[src/rtl/wb_arbiter_pkg.sv]
// Shared types and default parameter values for the multi-source writeback arbiter.
// wb_entry_t is the default-width payload carried through each source FIFO.
package wb_arbiter_pkg;

  localparam int NUM_SRC_DEF    = 3;
  localparam int DATA_W_DEF     = 32;
  localparam int RADDR_W_DEF    = 5;
  localparam int FIFO_DEPTH_DEF = 2;

  typedef struct packed {
    logic [RADDR_W_DEF-1:0] rd;
    logic [DATA_W_DEF-1:0]  data;
    logic                   to_reg;
    logic                   to_freg;
    logic                   is_jump;
  } wb_entry_t;

endpackage

[src/rtl/wb_arbiter_if.sv]
// Source-side result handshake plus register-file write / commit report of the writeback stage.
// The arbiter takes the slave view; execution units and control logic take the master view.
interface wb_arbiter_if
  import wb_arbiter_pkg::*;
#(
  parameter int NUM_SRC = NUM_SRC_DEF,
  parameter int DATA_W  = DATA_W_DEF,
  parameter int RADDR_W = RADDR_W_DEF
);
  localparam int SEL_W = $clog2(NUM_SRC);

  logic [NUM_SRC-1:0]              src_valid;
  logic [NUM_SRC-1:0]              src_ready;
  logic [NUM_SRC-1:0][RADDR_W-1:0] src_rd;
  logic [NUM_SRC-1:0][DATA_W-1:0]  src_data;
  logic [NUM_SRC-1:0]              src_to_reg;
  logic [NUM_SRC-1:0]              src_to_freg;
  logic [NUM_SRC-1:0]              src_is_jump;

  logic                            reg_w_enable;
  logic                            freg_w_enable;
  logic [RADDR_W-1:0]              reg_w_dest;
  logic [DATA_W-1:0]               reg_w_data;
  logic                            commit_valid;
  logic [SEL_W-1:0]                commit_src;
  logic                            is_jump_chosen_n;

  modport slave (
    input  src_valid, src_rd, src_data, src_to_reg, src_to_freg, src_is_jump,
    output src_ready, reg_w_enable, freg_w_enable, reg_w_dest, reg_w_data,
           commit_valid, commit_src, is_jump_chosen_n
  );

  modport master (
    output src_valid, src_rd, src_data, src_to_reg, src_to_freg, src_is_jump,
    input  src_ready, reg_w_enable, freg_w_enable, reg_w_dest, reg_w_data,
           commit_valid, commit_src, is_jump_chosen_n
  );

endinterface

[src/rtl/wb_arbiter_fifo.sv]
// wb_fifo: small synchronous FIFO holding completed results of one execution unit.
// Push and pop in the same cycle are both honoured; flush and rst empty it.
module wb_fifo
  import wb_arbiter_pkg::*;
#(
  parameter int  DEPTH   = FIFO_DEPTH_DEF,
  parameter type entry_t = wb_entry_t
) (
  input  logic   clk,
  input  logic   rst,
  input  logic   flush,
  input  logic   push,
  input  entry_t push_entry,
  input  logic   pop,
  output entry_t head,
  output logic   full,
  output logic   empty
);
  localparam int AW = $clog2(DEPTH);

  entry_t        mem [DEPTH];
  logic [AW-1:0] wr_ptr;
  logic [AW-1:0] rd_ptr;
  logic [AW:0]   count;
  logic          do_push;
  logic          do_pop;

  assign full    = (count == (AW+1)'(DEPTH));
  assign empty   = (count == '0);
  assign do_push = push && !full;
  assign do_pop  = pop && !empty;
  assign head    = mem[rd_ptr];

  // NOTE: sequential state uses non-blocking assignments so every register samples pre-edge values.
  always_ff @(posedge clk) begin
    if (rst || flush) begin
      wr_ptr <= '0;
      rd_ptr <= '0;
      count  <= '0;
    end else begin
      if (do_push) wr_ptr <= wr_ptr + 1'b1;
      if (do_pop)  rd_ptr <= rd_ptr + 1'b1;
      case ({do_push, do_pop})
        2'b10:   count <= count + 1'b1;
        2'b01:   count <= count - 1'b1;
        default: count <= count;
      endcase
    end
  end

  // NOTE: storage is not reset; the pointers alone decide which slots hold live entries.
  always_ff @(posedge clk) begin
    if (do_push) mem[wr_ptr] <= push_entry;
  end

endmodule

[src/rtl/wb_arbiter.sv]
// Writeback arbiter: NUM_SRC result FIFOs drained round-robin onto one register-file write port.
// Define WB_PERF_EN to add the perf_commit_cnt / perf_stall_cnt counter outputs.
module wb_arbiter
  import wb_arbiter_pkg::*;
#(
  parameter int NUM_SRC    = NUM_SRC_DEF,
  parameter int DATA_W     = DATA_W_DEF,
  parameter int RADDR_W    = RADDR_W_DEF,
  parameter int FIFO_DEPTH = FIFO_DEPTH_DEF
) (
  input  logic        clk,
  input  logic        rst,
  input  logic        flush,
`ifdef WB_PERF_EN
  output logic [31:0] perf_commit_cnt,
  output logic [31:0] perf_stall_cnt,
`endif
  wb_arbiter_if.slave bus
);
  localparam int SEL_W = $clog2(NUM_SRC);

  typedef struct packed {
    logic [RADDR_W-1:0] rd;
    logic [DATA_W-1:0]  data;
    logic               to_reg;
    logic               to_freg;
    logic               is_jump;
  } entry_t;

  entry_t             in_entry [NUM_SRC];
  entry_t             head     [NUM_SRC];
  entry_t             win;
  logic [NUM_SRC-1:0] full;
  logic [NUM_SRC-1:0] empty;
  logic [NUM_SRC-1:0] push;
  logic [NUM_SRC-1:0] pop;
  logic [SEL_W-1:0]   last_grant;
  logic [SEL_W-1:0]   grant;
  logic               grant_valid;

  // Ready depends only on FIFO state, never on the pop being decided this cycle.
  assign bus.src_ready = ~full;
  assign push          = bus.src_valid & ~full;

  always_comb begin
    for (int i = 0; i < NUM_SRC; i++) begin
      in_entry[i] = '{rd:      bus.src_rd[i],
                      data:    bus.src_data[i],
                      to_reg:  bus.src_to_reg[i],
                      to_freg: bus.src_to_freg[i],
                      is_jump: bus.src_is_jump[i]};
    end
  end

  for (genvar g = 0; g < NUM_SRC; g++) begin : g_fifo
    wb_fifo #(
      .DEPTH   (FIFO_DEPTH),
      .entry_t (entry_t)
    ) u_fifo (
      .clk        (clk),
      .rst        (rst),
      .flush      (flush),
      .push       (push[g]),
      .push_entry (in_entry[g]),
      .pop        (pop[g]),
      .head       (head[g]),
      .full       (full[g]),
      .empty      (empty[g])
    );
  end

  // Round-robin: sources above last_grant first, then wrap to the lower ones.
  // NOTE: every combinational output gets a default before any branch so no latch is inferred.
  always_comb begin
    grant_valid = 1'b0;
    grant       = '0;
    for (int i = 0; i < NUM_SRC; i++) begin
      if (!grant_valid && i > int'(last_grant) && !empty[i]) begin
        grant_valid = 1'b1;
        grant       = SEL_W'(i);
      end
    end
    for (int i = 0; i < NUM_SRC; i++) begin
      if (!grant_valid && i <= int'(last_grant) && !empty[i]) begin
        grant_valid = 1'b1;
        grant       = SEL_W'(i);
      end
    end
  end

  always_comb begin
    pop = '0;
    if (grant_valid) pop[grant] = 1'b1;
    win = head[grant];
  end

  always_ff @(posedge clk) begin
    if (rst) begin
      last_grant <= SEL_W'(NUM_SRC - 1);
    end else if (grant_valid && !flush) begin
      last_grant <= grant;
    end
  end

  // Output register: one-cycle commit pulse; dest/data hold while idle.
  always_ff @(posedge clk) begin
    if (rst || flush) begin
      bus.commit_valid     <= 1'b0;
      bus.commit_src       <= '0;
      bus.is_jump_chosen_n <= 1'b0;
      bus.reg_w_enable     <= 1'b0;
      bus.freg_w_enable    <= 1'b0;
      bus.reg_w_dest       <= '0;
      bus.reg_w_data       <= '0;
    end else if (grant_valid) begin
      bus.commit_valid     <= 1'b1;
      bus.commit_src       <= grant;
      bus.is_jump_chosen_n <= win.is_jump;
      bus.reg_w_enable     <= win.to_reg && !win.to_freg && (win.rd != '0);
      bus.freg_w_enable    <= win.to_freg;
      bus.reg_w_dest       <= win.rd;
      bus.reg_w_data       <= win.data;
    end else begin
      bus.commit_valid     <= 1'b0;
      bus.commit_src       <= '0;
      bus.is_jump_chosen_n <= 1'b0;
      bus.reg_w_enable     <= 1'b0;
      bus.freg_w_enable    <= 1'b0;
    end
  end

`ifdef WB_PERF_EN
  always_ff @(posedge clk) begin
    if (rst) begin
      perf_commit_cnt <= '0;
      perf_stall_cnt  <= '0;
    end else begin
      if (bus.commit_valid)            perf_commit_cnt <= perf_commit_cnt + 32'd1;
      if (|(bus.src_valid & full))     perf_stall_cnt  <= perf_stall_cnt + 32'd1;
    end
  end
`endif

endmodule

[src/flat_wrapper.sv]
// flat-port wrapper written by rule: the top's interface ports become plain ports
module wb_arbiter_flat import wb_arbiter_pkg::*;
#(
  parameter int NUM_SRC    = NUM_SRC_DEF,
  parameter int DATA_W     = DATA_W_DEF,
  parameter int RADDR_W    = RADDR_W_DEF,
  parameter int FIFO_DEPTH = FIFO_DEPTH_DEF
)
  (clk, rst, flush, bus_src_valid, bus_src_rd, bus_src_data, bus_src_to_reg, bus_src_to_freg, bus_src_is_jump, bus_src_ready, bus_reg_w_enable, bus_freg_w_enable, bus_reg_w_dest, bus_reg_w_data, bus_commit_valid, bus_commit_src, bus_is_jump_chosen_n);
  wb_arbiter_if #(.NUM_SRC(NUM_SRC), .DATA_W(DATA_W), .RADDR_W(RADDR_W)) bus_i ();
  input  logic clk;
  input  logic rst;
  input  logic flush;
  input wire logic [$bits(bus_i.src_valid)-1:0] bus_src_valid;
  input wire logic [$bits(bus_i.src_rd)-1:0] bus_src_rd;
  input wire logic [$bits(bus_i.src_data)-1:0] bus_src_data;
  input wire logic [$bits(bus_i.src_to_reg)-1:0] bus_src_to_reg;
  input wire logic [$bits(bus_i.src_to_freg)-1:0] bus_src_to_freg;
  input wire logic [$bits(bus_i.src_is_jump)-1:0] bus_src_is_jump;
  output wire logic [$bits(bus_i.src_ready)-1:0] bus_src_ready;
  output wire logic [$bits(bus_i.reg_w_enable)-1:0] bus_reg_w_enable;
  output wire logic [$bits(bus_i.freg_w_enable)-1:0] bus_freg_w_enable;
  output wire logic [$bits(bus_i.reg_w_dest)-1:0] bus_reg_w_dest;
  output wire logic [$bits(bus_i.reg_w_data)-1:0] bus_reg_w_data;
  output wire logic [$bits(bus_i.commit_valid)-1:0] bus_commit_valid;
  output wire logic [$bits(bus_i.commit_src)-1:0] bus_commit_src;
  output wire logic [$bits(bus_i.is_jump_chosen_n)-1:0] bus_is_jump_chosen_n;
  assign bus_i.src_valid = bus_src_valid;
  assign bus_i.src_rd = bus_src_rd;
  assign bus_i.src_data = bus_src_data;
  assign bus_i.src_to_reg = bus_src_to_reg;
  assign bus_i.src_to_freg = bus_src_to_freg;
  assign bus_i.src_is_jump = bus_src_is_jump;
  assign bus_src_ready = bus_i.src_ready;
  assign bus_reg_w_enable = bus_i.reg_w_enable;
  assign bus_freg_w_enable = bus_i.freg_w_enable;
  assign bus_reg_w_dest = bus_i.reg_w_dest;
  assign bus_reg_w_data = bus_i.reg_w_data;
  assign bus_commit_valid = bus_i.commit_valid;
  assign bus_commit_src = bus_i.commit_src;
  assign bus_is_jump_chosen_n = bus_i.is_jump_chosen_n;
  wb_arbiter #(.NUM_SRC(NUM_SRC), .DATA_W(DATA_W), .RADDR_W(RADDR_W), .FIFO_DEPTH(FIFO_DEPTH)) u_core (.clk(clk), .rst(rst), .flush(flush), .bus(bus_i));
endmodule
[config.mk]
export PLATFORM = sky130hd
export DESIGN_NAME = wb_arbiter_flat
export DESIGN_NICKNAME = d
export VERILOG_FILES = /design/src/rtl/wb_arbiter_pkg.sv /design/src/rtl/wb_arbiter_if.sv /design/src/rtl/wb_arbiter_fifo.sv /design/src/rtl/wb_arbiter.sv /design/src/flat_wrapper.sv
export SDC_FILE = /design/constraint.sdc
export NUM_CORES = 1
export LEC_CHECK = 0
export ABC_CLOCK_PERIOD_IN_PS = 6700
export CORE_MARGIN = 2
export CORE_UTILIZATION = 55
export DETAILED_ROUTE_END_ITERATION = 10
export GPL_TIMING_DRIVEN = 0
export PLACE_DENSITY = 0.92
export SYNTH_ARGS = -nofsm -noshare
export SYNTH_HDL_FRONTEND = slang
export SYNTH_HIERARCHICAL = 1
export SYNTH_SLANG_ARGS = --single-unit
[constraint.sdc]
create_clock -name clk -period 6.7 [get_ports clk]
set_input_delay 1.34 -clock clk [delete_from_list [all_inputs] [get_ports clk]]
set_output_delay 1.34 -clock clk [all_outputs]
set_load 0.1 [all_outputs]
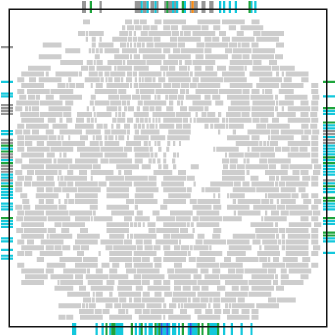
Fig. 1. Pin map.
Pins as bars across the die edge, other pins in gray.
port	color	pins	direction	edge
bus_src_is_jump	blue	3	input	bottom
bus_src_data	cyan	96	input	33 bottom, 26 right, 25 left, 12 top
bus_reg_w_data	green	32	output	12 bottom, 11 right, 5 left, 4 top
bus_reg_w_enable	orange	1	output	top
die height: 148.4 um
I/O Buffers: 171
die width: 148.4 um

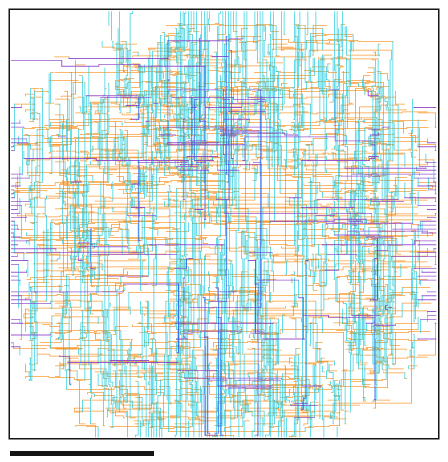
Fig. 2. Routed metal, one color a layer.
Scale bar: 50 um.
layer	color	wire length
M1	orange	11200 um
M4	blue	958 um
M2	cyan	14400 um
M3	purple	2030 um
vias: 7054
Post-Route WL: 28.57 mm

==> impl_metrics.json <==
{
  "internal_power_mw": 3.139,
  "crit_family": "buffers and inverters",
  "final_area_um2": 14520,
  "top_power_group": "registers",
  "logic_family": "multiplexers",
  "crit_slowest_cell": "clkdlybuf4s50_1",
  "flops": 300,
  "edf_count": 240,
  "setup_slack_ns": 2.985,
  "fin_setup_tns_ns": 0,
  "buf_share_pct": 13.88,
  "rr_endpoint": "u_core/g_fifo[0].u_fifo/count[1]",
  "num-nonclk-buffers": 211,
  "min_path_cells": 2,
  "area_leaders": "edfxtp_1 (63%), dfxtp_1 (10%), mux2_2 (6.8%), mux2_1 (5.0%), a21oi_1 (2.0%)",
  "rsz0062_at_grt": "false",
  "top_register": "u_core/g_fifo.u_fifo/mem",
  "overflow": 0,
  "top_regs": "u_core/g_fifo.u_fifo/mem x240, u_core/bus.reg_w_data x32, u_core/g_fifo.u_fifo/count x6",
  "yosys_warnings": 6,
  "pin_count": 172,
  "hold_ws_ns": 0.4487,
  "timing.max_cap.violations": 0,
  "root_buffer": "clkbuf_16",
  "synth_xor_xnor_area_share_pct": 0.6875,
  "wire_per_inst_um": 23.67,
  "grt_max_degree": 24,
  "antenna_cells": 2,
  "nNetsFinal": 1042,
  "yosysMostFrequentCell": "edfxtp_1",
  "numCtsBuffers": 29,
  "dp_hpwl_mm": 19.19,
  "hp-start": "u_core/bus.reg_w_data[29]",
  "grt_util_all_layers_pct": 25.52,
  "cp.required_ns": 5.36,
  "combAreaFraction_pct": 19.35,
  "cts-resized-gates": 0,
  "clk_pin_slew_ns": 0.06,
  "p_leak_nw": 5.022,
  "hp-class": "reg -> reg",
  "crit_buf_inv": 3,
  "post_cts_buffers": 0,
  "p_comb_mw": 0.524,
  "synthesis.area_um2": 11460,
  "seq_area_um2": 8408,
  "finalCriticalPeriod_ns": 3.715,
  "seq_share_pct": 57.90,
  "initial_core_util_pct": 56.30,
  "first_pass_iters": 5,
  "timing.slew.headroom_pct": 31.30,
  "hold_buffers": 0,
  "place.gp.congestion": 0.8219,
  "max_stage_delay_ns": 1.12,
  "coreArea_um2": 20360,
  "worstSetupStartpoint": "u_core/g_fifo[0].u_fifo/count[0]",
  "status": "finished clean",
  "warnings": 26,
  "irDropWorstVdd_v": 0.0002254,
  "fin_util_pct": 71.31,
  "ys_chip_area_um2": 11460,
  "cp.arrival_ns": 2.37,
  "worst-path-max-fanout": 5,
  "cts_tree": "built",
  "cp-end-kind": "primary output",
  "drt_first_iter_violations": 583,
  "clkbuf_count": 41,
  "startpoint_type": "flop",
  "synthTopCellsByCount": "edfxtp_1 (240), mux2_2 (69), dfxtp_1 (60), mux2_1 (51), a21oi_1 (46)",
  "clock_cell_area_share_pct": 6.049,
  "fin_cells": 1207,
  "dp_cells": 1152,
  "crit_chain": "nand2b_2 > inv_2 > inv_1 > clkdlybuf4s50_1",
  "r2r_cells": 8,
  "yosys.cell_types.count": 45,
  "r2r_start": "u_core/g_fifo[2].u_fifo/count[0]",
  "power_switching_mw": 1.016,
  "seqPwrFrac_pct": 51.5,
  "rows": 52,
  "largest_area_cell": "edfxtp_1",
  "reg2reg_slack_ns": 3.64,
  "syn-mean-instance-area_um2": 16.26,
  "fp_nets": 834,
  "period_used_pct": 55.44,
  "synth_top_area_share_pct": 62.86,
  "path_depth": 4,
  "drt.antenna.violating_nets": 0,
  "synthAoiAreaFrac_pct": 7.858,
  "post-place-ws_ns": 3.105,
  "ff_type": "edfxtp_1",
  "powerDensity_nw_per_um2": 286.2,
  "placed_cell_area_um2": 13640,
  "combPwrFrac_pct": 12.6,
  "cts.sinks": 300,
  "async_flop_share_pct": 0,
  "area_delta_synth_final_pct": 26.66,
  "viasPerCell": 5.844,
  "inv_count": 17,
  "hold_path_end": "u_core/bus.reg_w_data[29]",
  "ys.flops": 300,
  "fillerInstances": 1305,
  "ys_cells": 705,
  "setup_viol": 0,
  "cts_buffer_depth": 3,
  "adder_share_pct": 0.3274,
  "route.detailed.drc": 0,
  "crit_path_end": "bus_src_ready[0]",
  "total_power_mw": 4.156,
  "mux_share_pct": 11.79,
  "layout-drive-gt1-share_pct": 18.40,
  "synthSimpleGateAreaFrac_pct": 3.820,
  "fmax_mhz": 269.2,
  "synth_cells": 705,
  "slew_viol_final": 0,
  "die_area_um2": 22020,
  "final_hold_viol_count": 0,
  "dominant_cells": "flip-flops and latches",
  "htreeDepth": 1,
  "grt_pass1_vias": 7475,
  "seq_cell_power_mw": 2.14,
  "switching_share_pct": 24.46,
  "n_tap_cell": 270,
  "antenna_found_initial": 2,
  "grt_pass1_wl_mm": 41.59
}
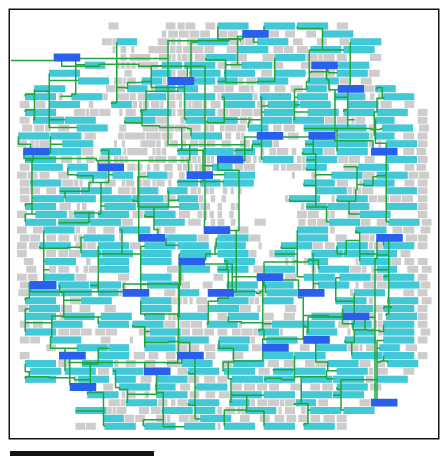
Fig. 3. Clock network drawn from the DEF.
Scale bar: 50 um.
[clock wires] green | length: 2960 um
[flip-flops] cyan | count: 300
[clock-net drivers] blue | count: 29
flops lie	all over the die
routed clock nets	30
Final Skew: 0.009396 ns
Clock power frac: 35.9%
clock network power: 1.49 mW
clk ins delay skew pair: 0.54 ns

## layer usage
metal / track usage, % / routed length, um / vias to the layer above
met3: 3.466 / 2028 / 73
met5: 0 / 0 / -
li1: - / - / 3129
met1: 31.48 / 11170 / 3483
met4: 10.52 / 958 / 0
met2: 45.53 / 14410 / 369
## cells in the final DEF, fill, tap and decap left out, types with 9 or more instances in the layout
| cell | instances |
|---|---|
| mux2_1 | 51 |
| clkdlybuf4s50_1 | 171 |
| o21ai_0 | 26 |
| a222oi_1 | 14 |
| nand2_1 | 40 |
| a221oi_1 | 18 |
| clkbuf_1 | 16 |
| inv_1 | 9 |
| edfxtp_1 | 240 |
| dfxtp_1 | 60 |
| buf_2 | 18 |
| a21oi_1 | 46 |
| mux2_2 | 69 |
| clkbuf_16 | 29 |
| nor2_1 | 21 |
Power and IR drop assume default switching activity.
